$ cat config.mk
export PLATFORM = sky130hd
export DESIGN_NAME = prefetch_queue_flat
export DESIGN_NICKNAME = d
export VERILOG_FILES = /design/src/rtl/prefetch_queue_if.sv /design/src/rtl/prefetch_queue.sv /design/src/flat_wrapper.sv
export SDC_FILE = /design/constraint.sdc
export NUM_CORES = 1
export LEC_CHECK = 0
export CELL_PAD_IN_SITES_DETAIL_PLACEMENT = 1
export CELL_PAD_IN_SITES_GLOBAL_PLACEMENT = 2
export CORE_MARGIN = 4
export CORE_UTILIZATION = 47
export DETAILED_ROUTE_END_ITERATION = 12
export DONT_BUFFER_PORTS = 1
export PLACE_DENSITY_LB_ADDON = 0.3
export SYNTH_ARGS = -nofsm -noshare
export SYNTH_HDL_FRONTEND = slang
export SYNTH_SLANG_ARGS = --single-unit
$ cat constraint.sdc
create_clock -name clk -period 5 [get_ports clk]
set_clock_uncertainty 0.1 [all_clocks]
set_input_delay 0.75 -clock clk [delete_from_list [all_inputs] [get_ports clk]]
set_output_delay 0.75 -clock clk [all_outputs]
set_load 0.005 [all_outputs]
$ cat src/rtl/prefetch_queue_if.sv
// Instruction-memory request/response bus between prefetch_queue (master) and memory (slave).
interface prefetch_queue_if;
  logic        mem_valid;
  logic [31:0] mem_addr;
  logic        mem_ready;
  logic [31:0] mem_rdata;

  modport master (
    output mem_valid,
    output mem_addr,
    input  mem_ready,
    input  mem_rdata
  );

  modport slave (
    input  mem_valid,
    input  mem_addr,
    output mem_ready,
    output mem_rdata
  );
endinterface

$ cat src/rtl/prefetch_queue.sv
// Instruction prefetch queue: circular word buffer feeding one instruction per cycle.
// Define PREFETCH_RVC_EN to support 16-bit compressed instructions and halfword redirects.
module prefetch_queue #(
  parameter int unsigned DEPTH    = 4,
  parameter logic [31:0] RESET_PC = 32'h0
) (
  input  logic                    clk,
  input  logic                    rst,
  input  logic                    jump,
  input  logic                    fence,
  input  logic [31:0]             npc,
  input  logic                    stall,
  prefetch_queue_if.master        mem,
  output logic                    instr_valid,
  output logic [31:0]             instr,
  output logic [31:0]             pc,
  output logic [$clog2(DEPTH):0]  count
);

  localparam int unsigned AW  = $clog2(DEPTH);
  localparam int unsigned CW  = AW + 1;
  localparam logic [31:0] NOP = 32'h00000013;

  logic [31:0]   words_q [DEPTH];
  logic [AW-1:0] head_q, head_d, tail_q, tail_d;
  logic [CW-1:0] count_q, count_d;
  logic [31:0]   pc_q, pc_d;
  logic [29:0]   fpc_q, fpc_d;
  logic          redirect, push, consume, pop;
  logic [31:0]   head_w, instr_raw, step;

`ifdef PREFETCH_RVC_EN
  logic          off_q, off_d;
  logic [15:0]   half, next_lo;
  logic          is_comp;
  logic          unused_npc;
  assign unused_npc = npc[0];
`else
  logic [1:0]    unused_npc;
  assign unused_npc = npc[1:0];
`endif

  assign redirect      = jump | fence;
  assign mem.mem_valid = rst & (count_q < CW'(DEPTH));
  assign mem.mem_addr  = {fpc_q, 2'b00};
  assign push          = mem.mem_valid & mem.mem_ready & ~redirect;
  assign head_w        = words_q[head_q];
  assign consume       = instr_valid & ~stall;

  // Decode the instruction at the head of the queue.
  always_comb begin
`ifdef PREFETCH_RVC_EN
    next_lo     = words_q[head_q + AW'(1)][15:0];
    half        = off_q ? head_w[31:16] : head_w[15:0];
    is_comp     = half[1:0] != 2'b11;
    // An upper-half 32-bit instruction spills into the next word.
    instr_valid = (count_q != '0) & (is_comp | ~off_q | (count_q >= CW'(2)));
    instr_raw   = is_comp ? {16'h0000, half} : (off_q ? {next_lo, head_w[31:16]} : head_w);
    pop         = consume & (off_q | ~is_comp);
    step        = is_comp ? 32'd2 : 32'd4;
`else
    instr_valid = count_q != '0;
    instr_raw   = head_w;
    pop         = consume;
    step        = 32'd4;
`endif
    instr = instr_valid ? instr_raw : NOP;
    pc    = pc_q;
    count = count_q;
  end

  always_comb begin
    head_d  = head_q;
    tail_d  = tail_q;
    count_d = count_q;
    pc_d    = pc_q;
    fpc_d   = fpc_q;
`ifdef PREFETCH_RVC_EN
    off_d   = off_q;
`endif
    if (redirect) begin
      // Redirect flushes everything, including a response arriving this cycle.
      head_d  = '0;
      tail_d  = '0;
      count_d = '0;
      fpc_d   = npc[31:2];
`ifdef PREFETCH_RVC_EN
      pc_d    = {npc[31:1], 1'b0};
      off_d   = npc[1];
`else
      pc_d    = {npc[31:2], 2'b00};
`endif
    end else begin
      if (push) begin
        tail_d = tail_q + AW'(1);
        fpc_d  = fpc_q + 30'd1;
      end
      if (pop) begin
        head_d = head_q + AW'(1);
      end
      if (consume) begin
        pc_d = pc_q + step;
`ifdef PREFETCH_RVC_EN
        if (is_comp) begin
          off_d = ~off_q;
        end
`endif
      end
      count_d = count_q + CW'(push) - CW'(pop);
    end
  end

  always_ff @(posedge clk or negedge rst) begin
    if (!rst) begin
      head_q  <= '0;
      tail_q  <= '0;
      count_q <= '0;
      pc_q    <= RESET_PC;
      fpc_q   <= RESET_PC[31:2];
`ifdef PREFETCH_RVC_EN
      off_q   <= RESET_PC[1];
`endif
    end else begin
      head_q  <= head_d;
      tail_q  <= tail_d;
      count_q <= count_d;
      pc_q    <= pc_d;
      fpc_q   <= fpc_d;
`ifdef PREFETCH_RVC_EN
      off_q   <= off_d;
`endif
    end
  end

  // Storage needs no reset: entries are only read once count covers them.
  always_ff @(posedge clk) begin
    if (push) begin
      words_q[tail_q] <= mem.mem_rdata;
    end
  end

endmodule

$ cat src/flat_wrapper.sv
// flat-port wrapper written by rule: the top's interface ports become plain ports
module prefetch_queue_flat 
#(
  parameter int unsigned DEPTH    = 4,
  parameter logic [31:0] RESET_PC = 32'h0
)
  (clk, rst, jump, fence, npc, stall, instr_valid, instr, pc, count, mem_mem_valid, mem_mem_addr, mem_mem_ready, mem_mem_rdata);
  prefetch_queue_if mem_i ();
  input  logic clk;
  input  logic rst;
  input  logic jump;
  input  logic fence;
  input  logic [31:0] npc;
  input  logic stall;
  output logic instr_valid;
  output logic [31:0] instr;
  output logic [31:0] pc;
  output logic [$clog2(DEPTH):0] count;
  output wire logic [$bits(mem_i.mem_valid)-1:0] mem_mem_valid;
  output wire logic [$bits(mem_i.mem_addr)-1:0] mem_mem_addr;
  input wire logic [$bits(mem_i.mem_ready)-1:0] mem_mem_ready;
  input wire logic [$bits(mem_i.mem_rdata)-1:0] mem_mem_rdata;
  assign mem_mem_valid = mem_i.mem_valid;
  assign mem_mem_addr = mem_i.mem_addr;
  assign mem_i.mem_ready = mem_mem_ready;
  assign mem_i.mem_rdata = mem_mem_rdata;
  prefetch_queue #(.DEPTH(DEPTH), .RESET_PC(RESET_PC)) u_core (.clk(clk), .rst(rst), .jump(jump), .fence(fence), .npc(npc), .stall(stall), .mem(mem_i), .instr_valid(instr_valid), .instr(instr), .pc(pc), .count(count));
endmodule
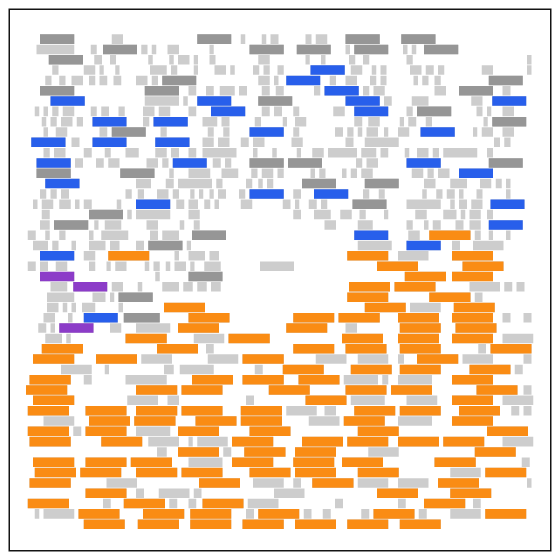
Fig. 1. Sequential cells colored by netlist name (run 1).
Other sequential cells in the stronger gray, the rest of the logic in the fainter gray.
u_core.words_q: marked orange, placed flops 128. u_core.count: marked purple, placed flops 3. u_core.pc: marked blue, placed flops 30.
Another 34 sequential cells are not colored.
Util after Layout: 53.2%
P_seq: 0.00185 W
sequential cell area share: 59.4%
Seq. cell area: 0.00552 sq mm

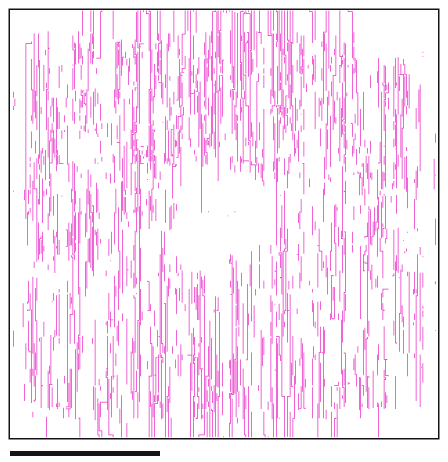
Fig. 2. M2 wires (run 1).
Scale bar: 50 um.
The layer holds 49% of the routed length. 619 nets have wire on it. The longest straight run is 58.2 um.
drt total wl: 19,700 um
total vias in the final route: 4,905
GR Util met2: 32.5%

==> flow_metrics.env, run 1 <==
# implementation run metrics
export IMPL_status="complete, no violations"
export IMPL_htree_levels=4
export IMPL_crit_path_max_incr_delay_ns=0.79
export IMPL_final_layout_size_suffix_gt1_share_pct=14.7
export IMPL_grt_pass1_vias=5434
export IMPL_ys_area_sq_mm=0.00848
export IMPL_syn_instance_count=591
export IMPL_syn_to_final_growth_pct=9.68
export IMPL_initCoreUtil_pct=48.5
export IMPL_ys_cells=591
export IMPL_cts_buffer_depth=2
export IMPL_comb_area_sq_mm=0.00283
export IMPL_critPathMaxFanout=30
export IMPL_post_cts_repair_setup_buffers=0
export IMPL_path_clk_slew_ns=0.08
export IMPL_tool_warnings=31
export IMPL_finalSetupViolations=0
export IMPL_syn_area_sq_mm=0.00848
export IMPL_viasPerCell=5.92
export IMPL_chipArea_sq_mm=0.0203
export IMPL_worst_ep_required_time_ns=4.15
export IMPL_layout_cells_most_common="edfxtp_1"
export IMPL_vdd_drop_max_uv=236
export IMPL_rsz0062_at_grt="false"
export IMPL_relSlewSlack_pct=28.1
export IMPL_tightest_slew_ns=1.07
export IMPL_diodes=0
export IMPL_pre_cts_slack_ns=1.89
export IMPL_rows=48
export IMPL_yosys_area_top_type="edfxtp_1"
export IMPL_top_area_share_pct=45.3
export IMPL_worstReg2RegStart="u_core.count[2]$_DFF_PN0_"
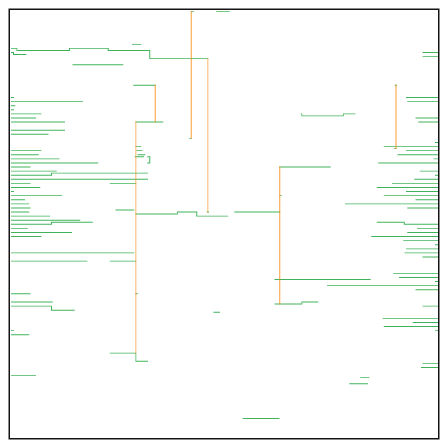
Fig. 3. Metal layers overlaid (run 1).
Two of the layers only.
metal 4: marked orange, wire length 249 um. metal 3: marked green, wire length 1,320 um.
WL/cell: 23.8 um
gr usage total: 20.0%

## run 1: per-stage QoR
stage / power, W / instances / utilization [%] / cell area (sq um)
after floorplan: 0.00199 / 594 / - / 8490
after global placement: 0.00204 / 796 / 49.7 / 8690
after detailed placement: 0.00205 / 796 / 49.7 / 8690
after CTS: 0.00343 / 829 / 53.2 / 9300
after global routing: 0.00353 / 829 / 53.2 / 9300
final: 0.00340 / 829 / 53.2 / 9300
## run 1: flip-flops by register name, summed over array words and instances, names as in the netlist
| register | cells |
|---|---|
| u_core.head_q | 2 |
| u_core.count | 3 |
| u_core.words_q | 128 |
| u_core.fpc_q | 30 |
| u_core.tail_q | 2 |
| u_core.pc | 30 |
## run 1: worst reg2reg max path: cells and delay by family, from the launching register on
family | cells | cell delay (ns)
xor+xnor | 2 | 0.31
fa+ha+maj | 3 | 0.86
simple gates | 3 | 1.15
flops | 1 | 0.48
buf+inv | 2 | 0.11
## run 1: Yosys cell counts
cell	number
nand3b_1	1
nand4_1	16
dfrtp_1	67
or3_1	5
or2_2	5
xnor2_1	26
nand3_1	16
nor4_1	11
nand2_1	23
and4_1	3
nand2b_1	1
nand4_2	4
fa_1	1
inv_1	9
o21a_1	1
and3_1	9
or4_4	1
edfxtp_1	128
conb_1	1
o21ai_0	1
mux2i_1	1
nor2_1	48
nand3b_4	1
a31oi_1	3
mux4_2	32
buf_2	3
nor3_1	7
xor2_1	35
nand4b_1	1
a21oi_1	58
nor4_2	1
nor2b_1	1
clkbuf_1	18
buf_4	4
nand3_2	2
ha_1	8
buf_6	1
and2_1	37
nor4_4	1
## run 1: final cells by class
class	count	area share [%]
timing repair buffer	4	0.538
clock inverter	14	1.65
tap	225	3.03
inverter	9	0.363
sequential	195	59.4
multi-input combinational	364	30.4
clock buffer	18	4.61
## run 1: worst max path at each step
stage	startpoint	depth (start not counted)	end	slack, ns
after floorplan	fence	4	u_core.words_q[0][0]$_DFFE_PP_	2.31
after detailed placement	u_core.count[2]$_DFF_PN0_	3	instr[30]	1.89
after CTS	u_core.count[2]$_DFF_PN0_	3	instr[30]	1.40
final	u_core.count[2]$_DFF_PN0_	3	instr[7]	1.46
after global placement	u_core.count[2]$_DFF_PN0_	10	u_core.count[2]$_DFF_PN0_	1.96
after global routing	u_core.count[2]$_DFF_PN0_	3	instr[2]	1.21
## run 1: metal layers
metal | track usage [%] | wire length (um) | up-vias
li1 | - | - | 2193
met1 | 26.6 | 8440 | 2557
met2 | 32.5 | 9680 | 136
met3 | 6.15 | 1320 | 19
met4 | 5.55 | 248 | 0
met5 | 0 | 0 | -
## run 1: cells by family after synthesis
logic type / share of synthesized area, %
compound gates: 3.79
xor+xnor: 6.30
fa+ha+maj: 1.42
buf+inv: 1.86
flops: 65.1
mux: 8.62
other cells: 0.0442
simple gates: 12.9
## run 1: power breakdown
| part | switching, W | total (W) | internal, W |
|---|---|---|---|
| clock | 0.000656 | 0.00137 | 0.000716 |
| sequential | 0.0000802 | 0.00185 | 0.00177 |
| combinational | 0.000104 | 0.000175 | 0.0000702 |
Fig. 4: run 1, placed standard cells
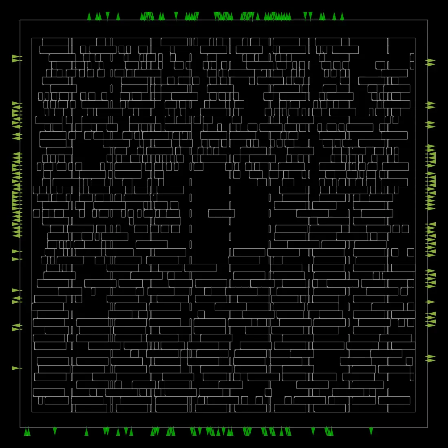

## Run 2: what changed since run 1
--- a/config.mk
+++ b/config.mk
@@ -8,7 +8,7 @@
 export CELL_PAD_IN_SITES_DETAIL_PLACEMENT = 1
 export CELL_PAD_IN_SITES_GLOBAL_PLACEMENT = 2
 export CORE_MARGIN = 4
-export CORE_UTILIZATION = 47
+export CORE_UTILIZATION = 43
 export DETAILED_ROUTE_END_ITERATION = 12
 export DONT_BUFFER_PORTS = 1
 export PLACE_DENSITY_LB_ADDON = 0.3
==> constraint.sdc (replaced) <==
create_clock -name clk -period 3.4 [get_ports clk]
set_clock_uncertainty 0.1 [all_clocks]
set_input_delay 0.51 -clock clk [delete_from_list [all_inputs] [get_ports clk]]
set_output_delay 0.51 -clock clk [all_outputs]
set_load 0.005 [all_outputs]
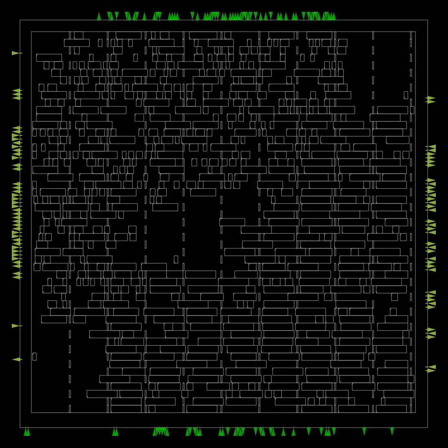
Fig. 5. Placed standard cells (run 2).
tap cells: 265
FF+latch count: 195
Util after Layout: 49.0%
core area: 0.0194 sq mm

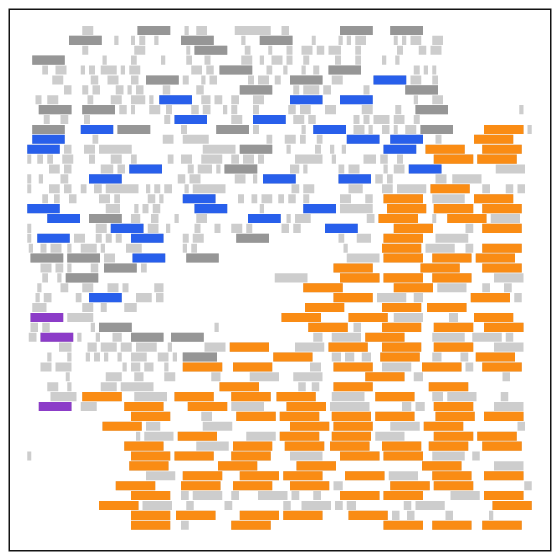
Fig. 6. Sequential cells colored by netlist name (run 2).
Other sequential cells in the stronger gray, the rest of the logic in the fainter gray.
u_core.pc: marked blue, placed flops 30. u_core.words_q: marked orange, placed flops 128. u_core.count: marked purple, placed flops 3.
sequential cell area share: 58.1%
P_seq: 0.00272 W

==> run 2 against run 1 <==
Total power rose by 48%. Routed wire length up 1.4%. First-iteration DRC count fell by 23%. Die area increased by 8.8%. Area after synthesis stayed put. Via count down 0.49%. Sequential power rose by 47%. Register-to-register slack got worse by 1.0 ns. Worst setup slack worse by 0.80 ns. Combinational power is 53% higher. Non-clock buffer count up 15. Largest cell class unchanged. Highest routed layer unchanged.
==> flow_metrics.env, run 2 <==
# implementation run metrics
export IMPL_async_reset_ff_share_pct=34.4
export IMPL_post_cts_repair_setup_buffers=0
export IMPL_comb_area_sq_mm=0.00283
export IMPL_vdd_drop_max_uv=329
export IMPL_final_layout_size_suffix_gt1_share_pct=16.6
export IMPL_finalSetupViolations=0
export IMPL_largest_reg_flops=128
export IMPL_routedWlPerCell_um=22.6
export IMPL_top_register="u_core.words_q"
export IMPL_flop_area_sq_mm=0.00552
export IMPL_ys_cells=591
export IMPL_layout_cells_non_filler=884
export IMPL_tool_warnings=31
export IMPL_rows=51
export IMPL_track_usage_pct=18.9
export IMPL_critPathLaunch="u_core.head_q[0]$_DFFE_PN0P_"
export IMPL_tightest_slew_ns=0.898
export IMPL_dr_total_vias=4881
export IMPL_rsz0062_at_grt="false"
export IMPL_path_clk_slew_ns=0.08
export IMPL_initCoreUtil_pct=43.7
export IMPL_status="complete, no violations"
export IMPL_syn_to_final_growth_pct=12.1
export IMPL_p_total_w=0.00502
export IMPL_yosys_area_top_type="edfxtp_1"
export IMPL_chipArea_sq_mm=0.0220
export IMPL_drt_wl_total_um=20000
[run 2: power breakdown]
group / internal, W / switching [W] / leakage, nW
Combinational: 0.000108 / 0.000160 / 1.00
Clock: 0.00106 / 0.000969 / 0.298
Sequential: 0.00260 / 0.000118 / 1.93
Total: 0.00377 / 0.00125 / 3.23
[run 2: layer usage]
layer | GRT usage [%] | wire length (um) | up-vias | part of all wire, %
met2 | 30.7 | 9870 | 133 | 49
met3 | 7.22 | 1540 | 26 | 7.7
li1 | - | - | 2214 | -
met4 | 5.87 | 439 | 0 | 2.2
met5 | 0 | 0 | - | 0
met1 | 23.6 | 8120 | 2508 | 41
[run 2: worst paths after layout]
path	cells past startpoint	to	slack (ns)
min in group asynchronous	2	u_core.fpc_q[17]$_DFFE_PN0P_	0.53
setup reg to reg	10	u_core.count[2]$_DFF_PN0_	0.86
setup / recovery	3	instr[6]	0.66
hold reg to reg	2	u_core.tail_q[1]$_DFFE_PN0P_	0.50
max in group asynchronous	2	u_core.head_q[0]$_DFFE_PN0P_	2.33
hold / removal	0	u_core.words_q[1][2]$_DFFE_PP_	0.07
[run 2: logic make-up (layout without fill, tap and decap cells)]
logic type,count (synthesis),after routing,synth area share (%)
AOI/OAI and AO/OA,63,63,3.79
xor gates and xnor gates,61,61,6.30
adders and majority gates,9,9,1.42
buffers and inverters,35,60,1.86
DFF,195,195,65.1
muxes,33,33,8.62
other,1,4,0.0442
and+or+nand+nor,194,194,12.9
[run 2: area by class of cell]
type	count	area share, %
multi-input cells	364	29.8
flip-flops and latches	195	58.1
inverters	9	0.355
clock buffers	17	4.48
repair buffers	19	1.87
well taps	265	3.49
clock inverters	15	1.92
[run 2: per-stage QoR]
stage               instance area [sq um]  worst slack [ns]  hold slack (ns)
global placement                     8860             0.938            0.116
finish                               9500             0.660           0.0659
detailed placement                   8860             0.836            0.116
global route                         9500             0.481           0.0331
floorplan                            8490             0.955            0.114
CTS                                  9500             0.576           0.0420
[run 2: critical path, stage by stage (launching register included)]
cell and delay, ns:
dfrtp_2 0.63, buf_4 0.32, mux4_2 0.54, and2_1 0.20
Fig. 7: run 2, metal layers overlaid
Two of the layers only.
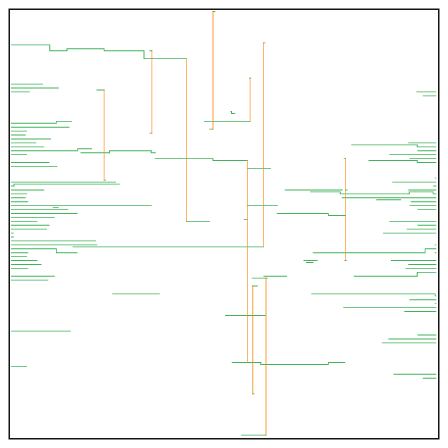

## Run 3: what changed since run 2
==> constraint.sdc (replaced) <==
create_clock -name clk -period 2.6 [get_ports clk]
set_clock_uncertainty 0.1 [all_clocks]
set_input_delay 0.39 -clock clk [delete_from_list [all_inputs] [get_ports clk]]
set_output_delay 0.39 -clock clk [all_outputs]
set_load 0.005 [all_outputs]
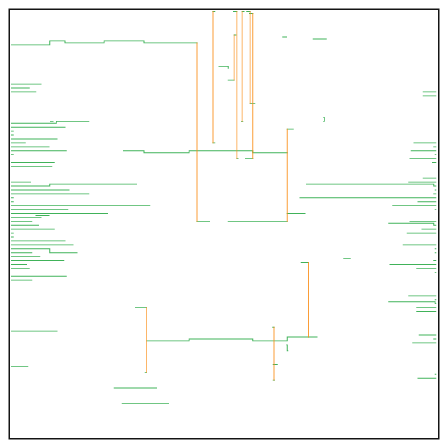
Fig. 8. Metal layers overlaid (run 3).
Two of the layers only.
metal 3: marked green, wire length 1,150 um. metal 4: marked orange, wire length 393 um.
gr usage total: 19.0%
WL/cell: 22.6 um

==> run 3 against run 2 <==
Non-clock buffer count rose by 32. First-iteration DRC count is 53% higher. Cell count grew 3.7%. Area after synthesis did not move. Critical path type is now reg -> reg. Highest routed layer unchanged.
==> flow_metrics.env, run 3 <==
# implementation run metrics
export IMPL_flop_cell="edfxtp_1"
export IMPL_top_register="u_core.words_q"
export IMPL_critPathMaxFanout=5
export IMPL_relSlewSlack_pct=60.1
export IMPL_critPathTopFamily="adder cells"
export IMPL_core_sq_mm=0.0194
export IMPL_pre_cts_slack_ns=0.0932
export IMPL_yosys_area_top_type="edfxtp_1"
export IMPL_top_cell="edfxtp_1"
export IMPL_tightest_slew_ns=0.593
export IMPL_placedCellCount=850
export IMPL_syn_to_final_growth_pct=16.4
export IMPL_layout_cells_non_filler=917
export IMPL_syn_area_sq_mm=0.00848
export IMPL_dr_total_vias=5020
export IMPL_ys_area_sq_mm=0.00848
export IMPL_cp_slowest_cell="dfrtp_1"
export IMPL_drt_wl_total_um=20700
export IMPL_cts_buffer_depth=2
export IMPL_ys_cells=591
export IMPL_cp_cell_sequence="nor3_2 -> nor2_1 -> ha_1 -> inv_1 -> ha_1 -> inv_1 -> fa_1 -> xor2_1 -> xnor2_1 -> nor2_1"
export IMPL_finalSetupViolations=0
export IMPL_muxShareOfSynthArea_pct=8.62
export IMPL_r2r_end="u_core.count[2]$_DFF_PN0_"
export IMPL_yosys_area_share_simple_pct=12.9
export IMPL_rsz0062_at_grt="true"
export IMPL_r2r_cells=10
export IMPL_top_area_share_pct=45.3
export IMPL_ys_sh_aoi_pct=3.79
export IMPL_ys_sh_adder_pct=1.42
export IMPL_critPathLaunch="u_core.count[1]$_DFF_PN0_"
export IMPL_async_reset_ff_share_pct=34.4
export IMPL_status="complete, no violations"
export IMPL_topCombFamilyByArea="simple AND/OR/NAND/NOR gates"
export IMPL_path_buffers=2
export IMPL_path_clk_slew_ns=0.07
export IMPL_r2r_setup_slack_ns=0.10
export IMPL_comb_area_sq_mm=0.00283
export IMPL_final_layout_size_suffix_gt1_share_pct=16.0
export IMPL_layout_cells_most_common="edfxtp_1"
export IMPL_worst_ep_required_time_ns=2.82
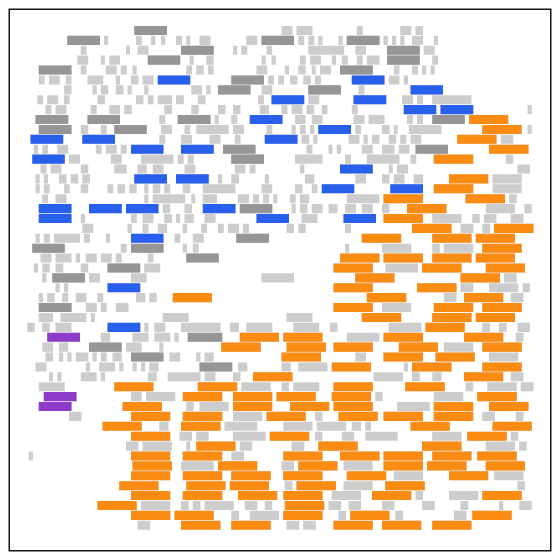
Fig. 9. Sequential cells colored by netlist name (run 3).
Other sequential cells in the stronger gray, the rest of the logic in the fainter gray.
u_core.pc: marked blue, placed flops 30. u_core.count: marked purple, placed flops 3. u_core.words_q: marked orange, placed flops 128.
sequential cell area share: 55.9%
Util after Layout: 50.9%
P_seq: 0.00356 W

[run 3: cell counts after synthesis]
Identical to the previous run, type by type.
[run 3: worst min-delay path by stage]
stage             from                      endpoint  cells after the start
2_1_floorplan      rst     u_core.count[0]$_DFF_PN0_                      0
3_3_place_gp       rst  u_core.fpc_q[13]$_DFFE_PN0P_                      0
3_5_place_dp       rst  u_core.fpc_q[13]$_DFFE_PN0P_                      0
4_1_cts         npc[7]   u_core.fpc_q[5]$_DFFE_PN0P_                      2
5_1_grt        npc[19]     u_core.pc[19]$_DFFE_PN0P_                      2
6_report        npc[2]   u_core.fpc_q[0]$_DFFE_PN0P_                      2
[run 3: final cells by class]
type / count / share of cell area (%)
clock inverters: 13 / 1.47
multi-input cells: 364 / 28.7
well taps: 265 / 3.36
flip-flops and latches: 195 / 55.9
repair inverters: 2 / 0.152
inverters: 9 / 0.380
clock buffers: 18 / 4.35
repair buffers: 51 / 5.68
[run 3: per-stage QoR]
step / area [sq um] / util (%) / power, W / setup TNS, ns
final: 9870 / 50.9 / 0.00657 / 0
after global placement: 8920 / 46.0 / 0.00394 / 0
after detailed placement: 8920 / 46.0 / 0.00395 / 0
after CTS: 9860 / 50.8 / 0.00664 / 0
after floorplan: 8490 / - / 0.00383 / 0
after global routing: 9870 / 50.9 / 0.00683 / -0.0256
[run 3: logic make-up (layout without fill, tap and decap cells)]
logic type	after synthesis	after routing
flops	195	195
simple gates	194	194
compound gates	63	63
xor+xnor	61	61
buf+inv	35	93
mux	33	33
fa+ha+maj	9	9
other cells	1	4
[run 3: timing repair]
| item | 4_1_cts | 5_1_grt |
|---|---|---|
| resized | 2 | 1 |
| endpoints found under the setup margin | 29 | 16 |
| hold endpoints to repair | 195 | 0 |
| hold buffers | 34 | 0 |
| gates cloned | 1 | 1 |
[run 3: power breakdown]
group / total, W / internal, W / switching (W)
registers: 0.00356 / 0.00340 / 0.000152
logic: 0.000423 / 0.000177 / 0.000246
clock network: 0.00259 / 0.00143 / 0.00116
total: 0.00657 / 0.00501 / 0.00156
[run 3: layer usage]
metal | up-vias | part of all wire [%] | global-route usage, %
met5 | - | 0 | 0
met4 | 0 | 1.9 | 5.40
met3 | 25 | 5.6 | 5.67
met2 | 133 | 49 | 30.8
met1 | 2584 | 43 | 24.9
li1 | 2278 | - | -

==> screenshots <==
Port wiring.
Scale bar: 50 um.
image #1
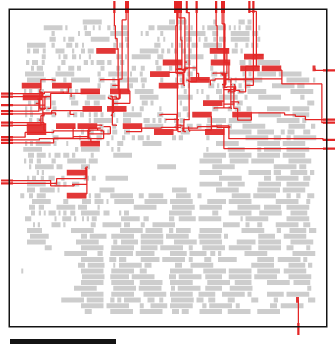
image #2
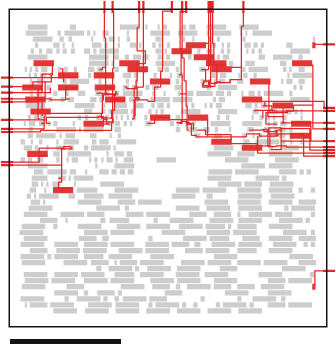
| from | picture |
|---|---|
| run 3 | image #1 |
| run 1 | image #2 |

Key to image #2:
pc: marked red, bits 32, direction output, end cells 32, buffers 0, wire 1,640 um.

No activity file was given, so power comes from the tool's default toggle rates.
